Run 1, register map, names as in the netlist:
(4 px per um) Other sequential cells in the stronger grey, the rest of the logic in the fainter grey.
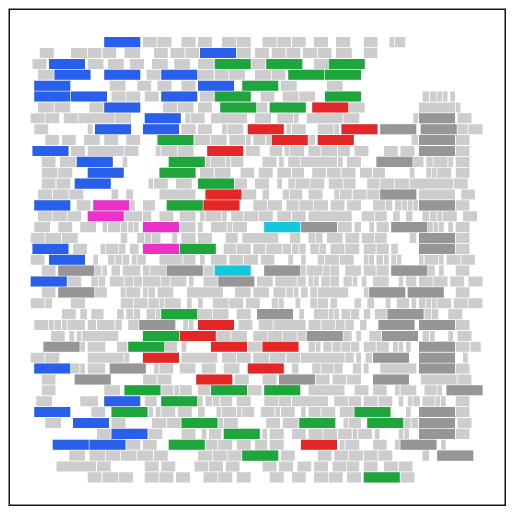
Run 1, PDN straps and rails:
(3 px per um) Pins as bars on the die edge.
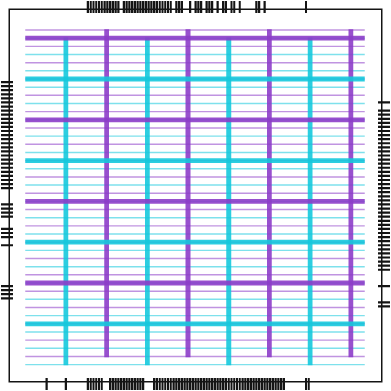
Run 1, clock network drawn from the DEF:
(4 px per um)
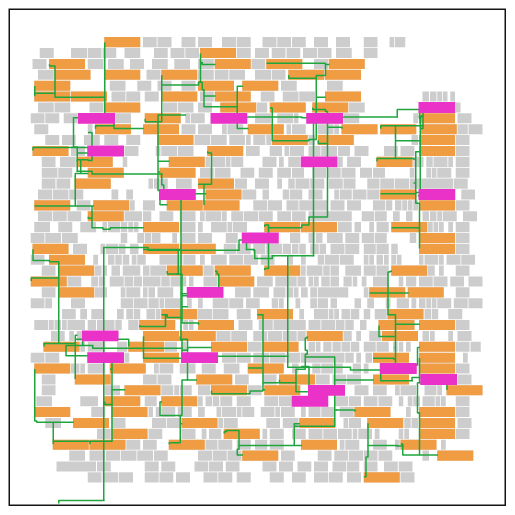
Run 1, routing congestion:
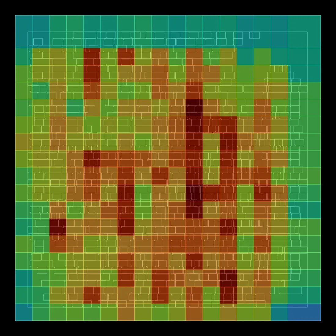
$ cat config.mk
export PLATFORM = sky130hd
export DESIGN_NAME = load_store_unit
export DESIGN_NICKNAME = d
export VERILOG_FILES = /design/src/rtl/load_store_unit.sv
export SDC_FILE = /design/constraint.sdc
export NUM_CORES = 1
export LEC_CHECK = 0
export ABC_CLOCK_PERIOD_IN_PS = 3400
export CORE_MARGIN = 5
export CORE_UTILIZATION = 51
export CTS_BUF_LIST = sky130_fd_sc_hd__clkbuf_16
export DETAILED_ROUTE_END_ITERATION = 8
export GPL_TIMING_DRIVEN = 0
export HOLD_SLACK_MARGIN = 0.1
export PLACE_DENSITY = 0.87
export SYNTH_ARGS = -nofsm -noshare
export SYNTH_HDL_FRONTEND = slang
export SYNTH_SLANG_ARGS = --single-unit
$ cat constraint.sdc
create_clock -name clk -period 3.4 [get_ports clk]
set_clock_uncertainty 0.1 [all_clocks]
set_input_delay 0.34 -clock clk [delete_from_list [all_inputs] [get_ports clk]]
set_output_delay 0.34 -clock clk [all_outputs]
set_load 0.02 [all_outputs]
$ cat src/rtl/load_store_unit.sv
`default_nettype none
// ============================================================================
// Module   : load_store_unit
// Brief    : Single-outstanding load/store initiator for a word-wide,
//            word-addressed data memory. Sub-word stores are done as
//            read-modify-write; loads return sign/zero-extended data.
//            Byte lanes are big-endian (offset 0 -> bits [31:24]).
// Options  : MISALIGN_TRAP_EN - when defined, misaligned halfword/word
//            accesses skip memory and complete with err=1.
// Revision : 1.0 - initial release
// ============================================================================
module load_store_unit #(
  parameter int MEM_RD_LAT = 1,   // read cycles before Read_data is sampled (1..15)
  parameter int ADDR_W     = 32   // CPU byte address / memory Address width
) (
  input  logic              clk,
  input  logic              rst,         // asynchronous, active-low
  input  logic              req,
  input  logic              we,
  input  logic [1:0]        size,
  input  logic              sign_ext,
  input  logic [ADDR_W-1:0] addr,
  input  logic [31:0]       wdata,
  output logic              busy,
  output logic              done,
  output logic [31:0]       rdata,
  output logic              err,
  output logic [ADDR_W-1:0] Address,
  output logic [31:0]       Write_data,
  output logic              MemWrite,
  output logic              MemRead,
  input  logic [31:0]       Read_data
);

  // The read phase lasts MEM_RD_LAT cycles: load the counter with LAT-1 and
  // leave RD when it reaches zero.
  localparam logic [3:0] RD_CNT_INIT = 4'(MEM_RD_LAT - 1);

  typedef enum logic [1:0] {
    S_IDLE = 2'd0,
    S_RD   = 2'd1,
    S_WR   = 2'd2,
    S_DONE = 2'd3
  } state_t;

  state_t            state_q;
  logic [3:0]        cnt_q;
  logic              we_q;
  logic              sext_q;
  logic [1:0]        size_q;
  logic [1:0]        off_q;
  logic [15:0]       wdata_q;     // only sub-word stores need the data later
  logic              busy_q;
  logic              done_q;
  logic              err_q;
  logic              mem_wr_q;
  logic              mem_rd_q;
  logic [31:0]       rdata_q;
  logic [31:0]       wr_data_q;
  logic [ADDR_W-1:0] addr_q;

  logic              misalign_d;
  logic              word_store_d;
  logic [7:0]        byte_v;
  logic [15:0]       half_v;
  logic [31:0]       load_d;
  logic [31:0]       merge_d;

  assign word_store_d = we & size[1];

  // Flag misaligned requests at accept time; constant 0 when trapping is off
  always_comb begin
    misalign_d = 1'b0;
`ifdef MISALIGN_TRAP_EN
    if (size == 2'd1) begin
      misalign_d = addr[0];
    end else if (size[1]) begin
      misalign_d = |addr[1:0];
    end
`endif
  end

  // Extract the addressed lane from the memory word and extend it for loads
  always_comb begin
    case (off_q)
      2'd0:    byte_v = Read_data[31:24];
      2'd1:    byte_v = Read_data[23:16];
      2'd2:    byte_v = Read_data[15:8];
      default: byte_v = Read_data[7:0];
    endcase
    half_v = off_q[1] ? Read_data[15:0] : Read_data[31:16];
    case (size_q)
      2'd0:    load_d = {{24{sext_q & byte_v[7]}}, byte_v};
      2'd1:    load_d = {{16{sext_q & half_v[15]}}, half_v};
      default: load_d = Read_data;
    endcase
  end

  // Replace only the target lane of the read word for sub-word stores
  always_comb begin
    merge_d = Read_data;
    if (size_q == 2'd0) begin
      case (off_q)
        2'd0:    merge_d[31:24] = wdata_q[7:0];
        2'd1:    merge_d[23:16] = wdata_q[7:0];
        2'd2:    merge_d[15:8]  = wdata_q[7:0];
        default: merge_d[7:0]   = wdata_q[7:0];
      endcase
    end else if (off_q[1]) begin
      merge_d[15:0] = wdata_q;
    end else begin
      merge_d[31:16] = wdata_q;
    end
  end

  // Control FSM with all memory-side and CPU-side outputs registered
  always_ff @(posedge clk or negedge rst) begin
    if (!rst) begin
      state_q   <= S_IDLE;
      cnt_q     <= 4'd0;
      we_q      <= 1'b0;
      sext_q    <= 1'b0;
      size_q    <= 2'd0;
      off_q     <= 2'd0;
      wdata_q   <= 16'h0;
      busy_q    <= 1'b0;
      done_q    <= 1'b0;
      err_q     <= 1'b0;
      mem_wr_q  <= 1'b0;
      mem_rd_q  <= 1'b0;
      rdata_q   <= 32'h0;
      wr_data_q <= 32'h0;
      addr_q    <= '0;
    end else begin
      done_q <= 1'b0;
      case (state_q)
        S_IDLE: begin
          if (req) begin
            we_q    <= we;
            sext_q  <= sign_ext;
            size_q  <= size;
            off_q   <= addr[1:0];
            wdata_q <= wdata[15:0];
            addr_q  <= addr >> 2;
            busy_q  <= 1'b1;
            if (misalign_d) begin
              state_q <= S_DONE;
              done_q  <= 1'b1;
              err_q   <= 1'b1;
            end else if (word_store_d) begin
              state_q   <= S_WR;
              mem_wr_q  <= 1'b1;
              wr_data_q <= wdata;
            end else begin
              state_q  <= S_RD;
              mem_rd_q <= 1'b1;
              cnt_q    <= RD_CNT_INIT;
            end
          end
        end
        S_RD: begin
          if (cnt_q == 4'd0) begin
            mem_rd_q <= 1'b0;
            if (we_q) begin
              state_q   <= S_WR;
              mem_wr_q  <= 1'b1;
              wr_data_q <= merge_d;
            end else begin
              state_q <= S_DONE;
              done_q  <= 1'b1;
              rdata_q <= load_d;
            end
          end else begin
            cnt_q <= cnt_q - 4'd1;
          end
        end
        S_WR: begin
          mem_wr_q <= 1'b0;
          state_q  <= S_DONE;
          done_q   <= 1'b1;
        end
        S_DONE: begin
          state_q <= S_IDLE;
          busy_q  <= 1'b0;
          err_q   <= 1'b0;
        end
        default: begin
          state_q <= S_IDLE;
        end
      endcase
    end
  end

  assign busy       = busy_q;
  assign done       = done_q;
  assign err        = err_q;
  assign rdata      = rdata_q;
  assign Address    = addr_q;
  assign Write_data = wr_data_q;
  assign MemWrite   = mem_wr_q;
  assign MemRead    = mem_rd_q;

endmodule
`default_nettype wire

==> results_slide.txt, run 1 <==
Flow Results at a Glance

Run status
  – Status: completed

Clock tree
  – CTS max path bufs: 2
  – Post_cts resized: 0
  – Clock root cell: clkbuf_16
  – Number of CTS-inserted buffers: 17
  – CTS tree: yes

Cells and area
  – Fillers: roughly 880
  – Layout area overhead: 42.7%
  – Inverters: 16
  – Final Instance Area: 9400 um^2
  – Most numerous logic cell after layout: clkdlybuf4s50_1

Route
  – Wire length on met3: between 1500 and 2000 um
  – DR pass1 iterations: 7
  – Vias after detailed routing: between 5000 and 6000

Pwr
  – Pwr/cell area: around 1100 nW/um^2
  – P_comb: approximately 5.4 mW
  – Clk pwr share: 17.4%

GRT
  – First-pass GRT wire length: 32700 um
  – Global Route met3 Usage: roughly 8.0%

Hold path
  – Number of cells on the worst hold path: 4
  – Hold EP: busy
  – Hold path startpoint: req
  – HP Class: input pin to flip-flop

Logic synthesis
  – Post-synth area hogs: dfrtp_1, mux2_2, mux2i_1
  – Gate Count Post-Synth: slightly below 600
  – Yosys top cell by instances: dfrtp_1
  – Ao+oa area frac: 14.2%
  – Adder Area Share: under 10%

Floorplanning
  – Floorplan core density: roughly 52%
  – TAP cells: between 150 and 200
  – IO Pins: about 200

Worst setup path
  – FF-to-FF path depth: 7
  – Critical Path Max Stage Delay: between 0.5 and 0.6 ns

Run
  – Count of tool warnings: 30
## Picture notes: 'register map, names as in the netlist'
| colour | netlist name | sequential cells |
|---|---|---|
| green | Write_data | 32 |
| magenta | cnt_q | 4 |
| blue | Address | 30 |
| red | wdata_q | 16 |
| cyan | size_q | 2 |
not coloured: 42

## Picture notes: 'PDN straps and rails'
| colour | net |
|---|---|
| cyan | VSS |
| purple | VDD |
met4 straps: 8
met5 straps: 8

## Picture notes: 'clock network drawn from the DEF'
[orange] flip-flops | count: 126
[magenta] cells driving clock nets | count: 17
[green] clock wires | length: 1590 um
routed clock nets: 18

## Picture notes: 'routing congestion'
met2 usage: 48.0%
met1 GRT Util: 33.1%
All-Layer GR Usage: 28.3%
Finished Core Util: 74.5%
GRT busiest layer: met2

--- run 2 (diff from run 1) ---
- ABC_CLOCK_PERIOD_IN_PS: 3400 -> 2400
- CORE_UTILIZATION: 51 -> 47
- PLACE_DENSITY: 0.87 -> 0.81
- clock period: 3.4 -> 2.4 ns (I/O delays scaled with it)
Run 2, register map, names as in the netlist:
(4 px per um) Other sequential cells in the stronger grey, the rest of the logic in the fainter grey.
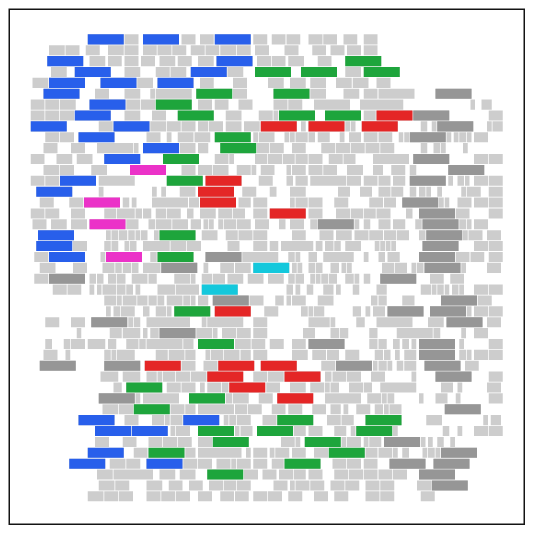
| colour | netlist name | sequential cells |
|---|---|---|
| blue | Address | 30 |
| green | Write_data | 32 |
| cyan | size_q | 2 |
| magenta | cnt_q | 4 |
| red | wdata_q | 16 |
not coloured: 42
Seq power: 4.02 mW
register area: 3150 um^2
Finished Core Util: 68.9%
Seq/total area: 33.1%

Run 2, PDN straps and rails:
(3 px per um) Pins as bars on the die edge.
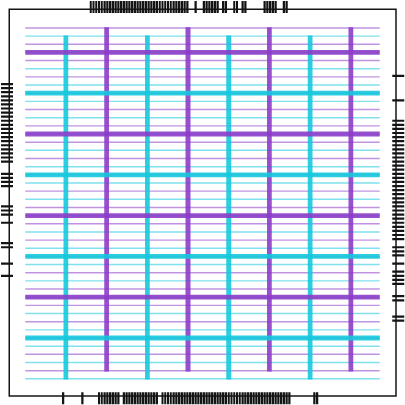
| colour | net |
|---|---|
| cyan | VSS |
| purple | VDD |
signal pins: 204
met5 straps: 8
met4 straps: 8
rows: 43

==> run 2 against run 1 <==
Compared with the run above: clock power increased by 45%; area after synthesis unchanged; worst hold slack got worse by 0.11 ns; global-route usage decreased by 2.7 points; final cell count increased by 2.1%; wire length increased by 0.55%; first-iteration DRC count decreased by 5.2%; critical path type unchanged; highest routed layer unchanged; critical path depth unchanged.
==> results_slide.txt, run 2 <==
Flow Results at a Glance

GRT
  – First-pass GRT wire length: between 30000 and 40000 um
  – Met1 GRT Util: 30.8%
  – Met2 usage: 43.9%
  – GRT busiest layer: met2
  – All-Layer GR Usage: between 20% and 30%

Logic synthesis
  – Yosys top cell by instances: dfrtp_1
  – Gate Count Post-Synth: about 600
  – Ao+oa area frac: around 14%
  – Post-synth area hogs: dfrtp_1, mux2_2, mux2i_1
  – Adder Area Share: 1.14%

Worst setup path
  – Crit. End Element: flip-flop
  – Register-to-register setup slack: between 0.1 and 0.15 ns
  – Critical Path Max Stage Delay: 0.44 ns
  – FF-to-FF path depth: 7

Floorplanning
  – TAP cells: roughly 180
  – Floorplan core density: a little under half

Route
  – DR pass1 iterations: 5
  – Vias after detailed routing: between 5000 and 6000
  – Wire length on met3: roughly 1600 um

Cells and area
  – Most numerous logic cell after layout: clkdlybuf4s50_1
  – Final Instance Area: ~9500 um^2
  – Inverters: 16
  – Layout area overhead: 44.6%
  – Fillers: between 1000 and 1500

Clock tree
  – Post_cts resized: 0
  – Number of CTS-inserted buffers: 17
  – CTS tree: yes
  – CTS max path bufs: 2

Final timing
  – Actual slew at the worst max-slew pin: 0.569 ns
  – RSZ-0062 raised after global routing: false
  – F_max: approximately 440 MHz
  – TNS Setup: 0 ns

Pwr
  – P_comb: 7.76 mW
  – Pwr/cell area: ~1500 nW/um^2
  – Clk pwr share: between 15 and 20%

Hold path
  – HP Class: input pin to flip-flop
  – Hold EP: busy

Run status
  – Status: completed

Placement
  – Post-placement setup slack: -0.00750 ns

Run
  – Count of tool warnings: 30
--- run 3 (diff from run 2) ---
- CELL_PAD_IN_SITES_DETAIL_PLACEMENT: unset -> 1
- CELL_PAD_IN_SITES_GLOBAL_PLACEMENT: unset -> 1
- CORE_MARGIN: 5 -> unset
- CORE_UTILIZATION: 47 -> 36
Run 3, cells coloured by class:
(3 px per um) Fill, decap, tap and diode cells in grey.
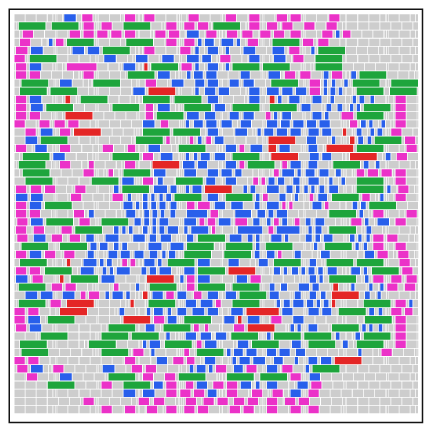
| colour | class | cells | share of their area |
|---|---|---|---|
| magenta | other buffers and delay cells | 255 | 25% |
| green | flip-flops | 126 | 34% |
| blue | all other logic | 424 | 35% |
| red | clock drivers and dummy loads | 31 | 5.6% |

==> run 3 against run 2 <==
Compared with the run above: global-route usage fell by 0.36 points; count of clock-buffer cells in the layout did not move; combinational power rose by 1%; maximum frequency rose by 0.17%; first-iteration DRC count fell by 22%; worst hold slack improved by 0.024 ns; critical path type unchanged; critical endpoint is now Write_data[10].
==> results_slide.txt, run 3 <==
Flow Results at a Glance

Run status
  – Status: completed

Worst setup path
  – FF-to-FF path depth: 8
  – Crit. End Element: flip-flop

Cells and area
  – Layout area overhead: 44.9%
  – Most numerous logic cell after layout: clkdlybuf4s50_1
  – Final Instance Area: 9540 um^2

Floorplanning
  – IO Pins: 204
  – TAP cells: about 230
  – Floorplan core density: between 30 and 40%

Clock tree
  – Number of CTS-inserted buffers: 17
  – Post_cts resized: 4
  – CTS max path bufs: 2
  – CTS tree: yes

GRT
  – Met1 GRT Util: around 30%
  – Global Route met3 Usage: about 8%
  – GRT busiest layer: met2

Placement
  – Post-placement setup slack: -0.0648 ns

Logic synthesis
  – Adder Area Share: between 1 and 1.5%
  – Ao+oa area frac: between 10 and 15%
  – Post-synth area hogs: dfrtp_1, mux2_2, mux2i_1

Hold path
  – Number of cells on the worst hold path: 4
  – Hold EP: busy

Pwr
  – P_comb: roughly 7.8 mW
  – Clk pwr share: about 16%

Route
  – Wire length on met3: approximately 1600 um
Run 3, register map, names as in the netlist:
(3 px per um) Other sequential cells in the stronger grey, the rest of the logic in the fainter grey.
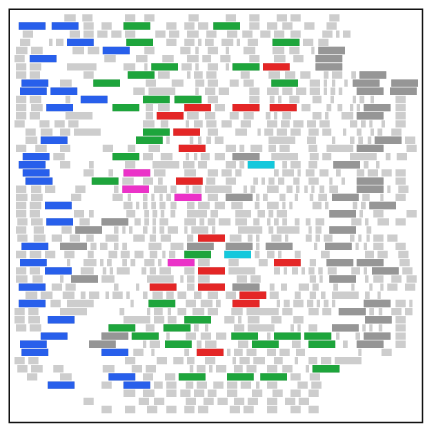
| colour | netlist name | sequential cells |
|---|---|---|
| red | wdata_q | 16 |
| blue | Address | 30 |
| green | Write_data | 32 |
| cyan | size_q | 2 |
| magenta | cnt_q | 4 |
not coloured: 42
Finished Core Util: 53.1%
Seq/total area: 33.0%
Seq power: 4.06 mW

No activity file was given, so power comes from the tool's default toggle rates.
